### config.mk
export PLATFORM = sky130hd
export DESIGN_NAME = if_stage
export DESIGN_NICKNAME = d
export VERILOG_FILES = /design/src/rtl/if_stage_pkg.sv /design/src/rtl/if_stage_if_id_reg.sv /design/src/rtl/if_stage.sv
export SDC_FILE = /design/constraint.sdc
export NUM_CORES = 1
export LEC_CHECK = 0
export CORE_ASPECT_RATIO = 0.5
export CORE_UTILIZATION = 35
export DETAILED_ROUTE_END_ITERATION = 16
export GPL_TIMING_DRIVEN = 1
export PLACE_DENSITY_LB_ADDON = 0.25
export SYNTH_ARGS = -nofsm -noshare
export SYNTH_HDL_FRONTEND = slang
export SYNTH_SLANG_ARGS = --single-unit
### constraint.sdc
create_clock -name clk -period 2.7 [get_ports clk]
set_input_delay 0.54 -clock clk [delete_from_list [all_inputs] [get_ports clk]]
set_output_delay 0.54 -clock clk [all_outputs]
set_load 0.005 [all_outputs]
### src/rtl/if_stage_pkg.sv
// Shared types and constants for the fetch stage
// and the IF/ID pipeline register.
package if_stage_pkg;

  localparam int MR_INSTR_W = 16;

  localparam logic [MR_INSTR_W-1:0] MR_RESET_PC  = 16'h0000;
  localparam logic [MR_INSTR_W-1:0] MR_NOP_INSTR = 16'h0000;

  typedef logic [MR_INSTR_W-1:0] word_t;

  typedef struct packed {
    word_t instr;
    word_t pc;
    word_t pc_plus1;
    logic  valid;
  } if_id_t;

  // Modulo 2^16 increment; FFFF wraps to 0000.
  function automatic word_t pc_inc(input word_t a);
    return a + word_t'(1);
  endfunction

endpackage

### src/rtl/if_stage_if_id_reg.sv
// IF/ID pipeline register with rst > flush > stall > load priority.
// Anything not loaded becomes a bubble.
module if_id_reg
  import if_stage_pkg::*;
#(
  parameter word_t NOP_INSTR = MR_NOP_INSTR
) (
  input  logic   clk,
  input  logic   rst_i,
  input  logic   flush_i,
  input  logic   stall_i,
  input  logic   load_i,
  input  if_id_t d_i,
  output if_id_t q_o
);

  if_id_t q_q;

  always_ff @(posedge clk) begin
    if (rst_i) begin
      q_q.instr    <= NOP_INSTR;
      q_q.pc       <= '0;
      q_q.pc_plus1 <= '0;
      q_q.valid    <= 1'b0;
    end else if (flush_i) begin
      q_q.instr <= NOP_INSTR;
      q_q.valid <= 1'b0;
    end else if (stall_i) begin
      q_q <= q_q;
    end else if (load_i) begin
      q_q <= d_i;
    end else begin
      q_q.instr <= NOP_INSTR;
      q_q.valid <= 1'b0;
    end
  end

  assign q_o = q_q;

endmodule

### src/rtl/if_stage.sv
// Instruction fetch: PC, single-outstanding imem requests,
// stall hold buffer and stale-request drop after redirect.
module if_stage
  import if_stage_pkg::*;
#(
  parameter word_t RESET_PC  = MR_RESET_PC,
  parameter word_t NOP_INSTR = MR_NOP_INSTR
) (
  input  logic  clk,
  input  logic  rst,
  input  logic  stall,
  input  logic  flush,
  input  logic  redirect_valid,
  input  word_t redirect_pc,
  output logic  imem_req,
  output word_t imem_addr,
  input  logic  imem_ack,
  input  word_t imem_rdata,
  output word_t instruction,
  output word_t pc,
  output word_t pc_plus1,
  output logic  valid
);

  typedef enum logic [1:0] {
    S_REQ  = 2'd0,
    S_DROP = 2'd1,
    S_HOLD = 2'd2
  } state_e;

  state_e state_q, state_d;
  word_t  fetch_pc_q, fetch_pc_d;
  word_t  drop_addr_q, drop_addr_d;
  word_t  hold_instr_q, hold_instr_d;
  word_t  hold_pc_q, hold_pc_d;

  logic   load;
  if_id_t if_id_d;
  if_id_t if_id_q;

  always_comb begin
    state_d      = state_q;
    fetch_pc_d   = fetch_pc_q;
    drop_addr_d  = drop_addr_q;
    hold_instr_d = hold_instr_q;
    hold_pc_d    = hold_pc_q;
    load         = 1'b0;
    if_id_d.instr    = imem_rdata;
    if_id_d.pc       = fetch_pc_q;
    if_id_d.pc_plus1 = pc_inc(fetch_pc_q);
    if_id_d.valid    = 1'b1;
    unique case (state_q)
      S_REQ: begin
        if (imem_ack) begin
          if (redirect_valid) begin
            fetch_pc_d = redirect_pc;
          end else if (!flush) begin
            fetch_pc_d = pc_inc(fetch_pc_q);
            if (stall) begin
              hold_instr_d = imem_rdata;
              hold_pc_d    = fetch_pc_q;
              state_d      = S_HOLD;
            end else begin
              load = 1'b1;
            end
          end
        end else if (redirect_valid) begin
          drop_addr_d = fetch_pc_q;
          fetch_pc_d  = redirect_pc;
          state_d     = S_DROP;
        end
      end
      S_DROP: begin
        if (redirect_valid) fetch_pc_d = redirect_pc;
        if (imem_ack) state_d = S_REQ;
      end
      S_HOLD: begin
        if_id_d.instr    = hold_instr_q;
        if_id_d.pc       = hold_pc_q;
        if_id_d.pc_plus1 = pc_inc(hold_pc_q);
        if (redirect_valid || flush) begin
          // Without a redirect, refetch the discarded buffered word.
          fetch_pc_d = redirect_valid ? redirect_pc : hold_pc_q;
          state_d    = S_REQ;
        end else if (!stall) begin
          load    = 1'b1;
          state_d = S_REQ;
        end
      end
      default: state_d = S_REQ;
    endcase
  end

  always_ff @(posedge clk) begin
    if (rst) begin
      state_q      <= S_REQ;
      fetch_pc_q   <= RESET_PC;
      drop_addr_q  <= '0;
      hold_instr_q <= '0;
      hold_pc_q    <= '0;
    end else begin
      state_q      <= state_d;
      fetch_pc_q   <= fetch_pc_d;
      drop_addr_q  <= drop_addr_d;
      hold_instr_q <= hold_instr_d;
      hold_pc_q    <= hold_pc_d;
    end
  end

  assign imem_req  = !rst && (state_q == S_REQ || state_q == S_DROP);
  assign imem_addr = (state_q == S_DROP) ? drop_addr_q : fetch_pc_q;

  if_id_reg #(
    .NOP_INSTR(NOP_INSTR)
  ) u_if_id (
    .clk    (clk),
    .rst_i  (rst),
    .flush_i(flush),
    .stall_i(stall),
    .load_i (load),
    .d_i    (if_id_d),
    .q_o    (if_id_q)
  );

  assign instruction = if_id_q.instr;
  assign pc          = if_id_q.pc;
  assign pc_plus1    = if_id_q.pc_plus1;
  assign valid       = if_id_q.valid;

endmodule

Signal metal coverage by tile:
The bar under the picture is 50 µm long. 38 x 19 tiles, from dark purple (low) to yellow (high), scaled to the fullest tile. Values are wire area over tile area, all layers added.
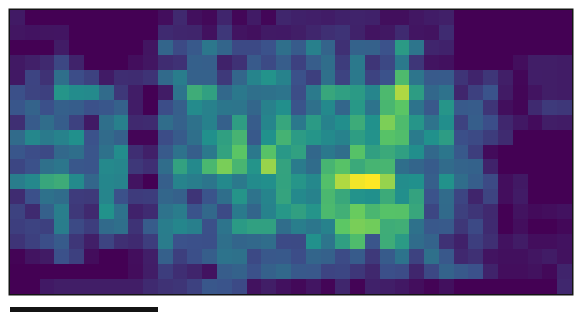
The mean over all tiles is 0.17. The fullest tile reaches 0.67. 13% of the tiles are over half the peak. The densest ninth of the die: middle.

==> results_tabular.tex <==
% Yosys + OpenROAD metrics
\begin{tabular}{lr}
\hline
Metric & Value \\
\hline
\multicolumn{2}{l}{\textbf{Run status}} \\
Result of the run & finished, final reports clean \\
\multicolumn{2}{l}{\textbf{Setup path}} \\
Required arrival time at the worst endpoint & roughly 2200 ps \\
Endpoint class of the critical path & output port \\
Flop-to-flop setup slack & $\sim$450 ps \\
Path type of the worst setup path & flip-flop to output port \\
Maximum fanout along the worst path & 17 \\
\multicolumn{2}{l}{\textbf{Drt}} \\
Violation count after the first detailed-routing iteration & 407 \\
Number of search-and-repair iterations in the first detailed-routing pass & 5 \\
Met3 Wirelength & $\sim$1300 µm \\
Routed met2 length & between 9000 and 10000 µm \\
Post-route antenna net violation count & 0 \\
\multicolumn{2}{l}{\textbf{STA}} \\
Hold slack final & 452 ps \\
Slew @ Worst Pin & between 600 and 700 ps \\
Worst Slack Setup Final & between 50 and 60 ps \\
\multicolumn{2}{l}{\textbf{Place}} \\
Port buffer count & a little over 100 \\
Setup slack at placement & between 200 and 250 ps \\
HPWL after DPL & between 10000 and 15000 µm \\
Cell total after placement & about 1100 \\
\multicolumn{2}{l}{\textbf{Yosys}} \\
Area contributors post-synth & dfxtp\_1 (37\%), nand2\_1 (8.4\%), a21oi\_1 (7.1\%) \\
Post-synthesis cell type with the largest instance count & nand2\_1 \\
Synthesized netlist net count & just over 800 \\
Distinct lib cells & about 64 \\
EDFF count, synth & 0 \\
\multicolumn{2}{l}{\textbf{Global route}} \\
Total GRT Usage & 0.226 \\
First-pass GRT wire length & about 31000 µm \\
\multicolumn{2}{l}{\textbf{Finish}} \\
Area taken by flip-flops and latches & approximately 2300 µm² \\
Number of diodes added for antenna fixing & 0 \\
Finished Layout Cells & 1116 \\
Area growth, synth to finish & 31.3\% \\
Count of nets after finishing & 920 \\
Share of final-layout standard cells stronger than drive strength 1 & 0.114 \\
\multicolumn{2}{l}{\textbf{Power}} \\
Power density normalized to cell area & $\sim$610 nW/µm² \\
Peak supply drop & slightly above 0.4 mV \\
\multicolumn{2}{l}{\textbf{Floorplanning}} \\
Vert. Die Dim & between 90 and 100 µm \\
DIE WIDTH & between 150 and 200 µm \\
\multicolumn{2}{l}{\textbf{Clock tree}} \\
Reg clk slew, reported paths & 50 ps \\
Number of buffers added to fix hold violations after cts & 0 \\
Sink count of the clock tree & 115 \\
\hline
\end{tabular}
Signal wires on met4:
The bar under the picture is 50 µm long. Supply wires on this layer in gray.
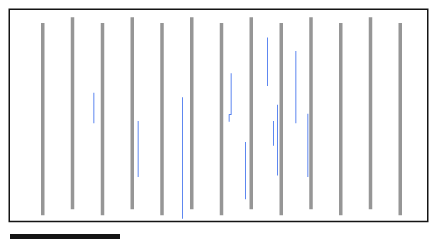
The layer holds 1.4% of the routed length. 6 nets have wire on it. The wires run mostly vertical.
total via count in the routed design: 6029
total wire length: 19500 µm

## final cells by class
cell class                 count  area share
multi-input combinational    585       0.433
inverter                      13     0.00601
timing repair buffer         145       0.170
tap                          227      0.0350
clock buffer                  21      0.0555
sequential                   115       0.284
clock inverter                10      0.0165
## cells in the final DEF, fill, tap and decap left out, types with 4 or more instances in the layout
cell / count
a211oi_1: 21
a21oi_1: 88
a221oi_1: 4
a31oi_1: 8
buf_4: 39
clkbuf_16: 17
clkdlybuf4s50_1: 102
clkinv_2: 4
dfxtp_1: 115
ha_1: 4
inv_1: 9
mux2_2: 15
mux2i_1: 40
nand2_1: 139
nand2b_1: 5
nand3_1: 26
nand4_1: 9
nor2_1: 75
nor2b_1: 4
nor3_1: 17
nor4_1: 4
o211ai_1: 7
o21ai_0: 6
o21ai_1: 17
xnor2_1: 13
xor2_1: 17
## layer usage
metal  up-vias  track usage
li1       2939            -
met1      2868        0.288
met2       200        0.377
met3        22       0.0507
met4         0       0.0820
met5         -            0
## critical path: stages (launching register included)
cell	delay, ps
dfxtp_1	330
inv_1	80
ha_1	170
buf_4	250
mux2_2	380
clkdlybuf4s50_1	470
## metrics by stage
step / power (mW) / cell area [µm²]
floorplan: 2.32 / 6180
global placement: 2.68 / 7530
detailed placement: 2.68 / 7530
CTS: 4.96 / 8120
global route: 5.14 / 8120
finish: 4.92 / 8120
## timing repair
action / in CTS / in global routing
endpoints found under the hold margin: 0 / 0
gates resized: 1 / 0
buffers inserted: 0 / 0
endpoints found under the setup margin: 1 / 0
## final timing paths
path | from | end | depth (start not counted)
min reg2reg | drop_addr_q[10] | drop_addr_q[10] | 2
max | state_q[1] | imem_addr[7] | 5
max reg2reg | state_q[0] | fetch_pc_q[0] | 7
min | drop_addr_q[10] | drop_addr_q[10] | 2
## sequential cells by signal (all words and copies together) (netlist names)
| signal | cells |
|---|---|
| u_if_id.q_o | 49 |
| hold_instr_q | 16 |
| state_q | 2 |
| hold_pc_q | 16 |
| fetch_pc_q | 16 |
| drop_addr_q | 16 |
## power breakdown
part	internal (mW)	switching, mW
registers	1.76	0.0519
clock network	1.46	0.810
logic	0.378	0.461
## cell families after synthesis
group / count (synthesis) / synth area share
AND/OR/NAND/NOR: 305 / 0.228
adder cells (fa/ha/maj): 5 / 0.0101
XOR/XNOR: 30 / 0.0425
AND-OR/OR-AND: 189 / 0.193
multiplexers: 56 / 0.0939
flip-flops: 115 / 0.372
buffers and inverters: 87 / 0.0601
Power is estimated from default activity; no workload was simulated.
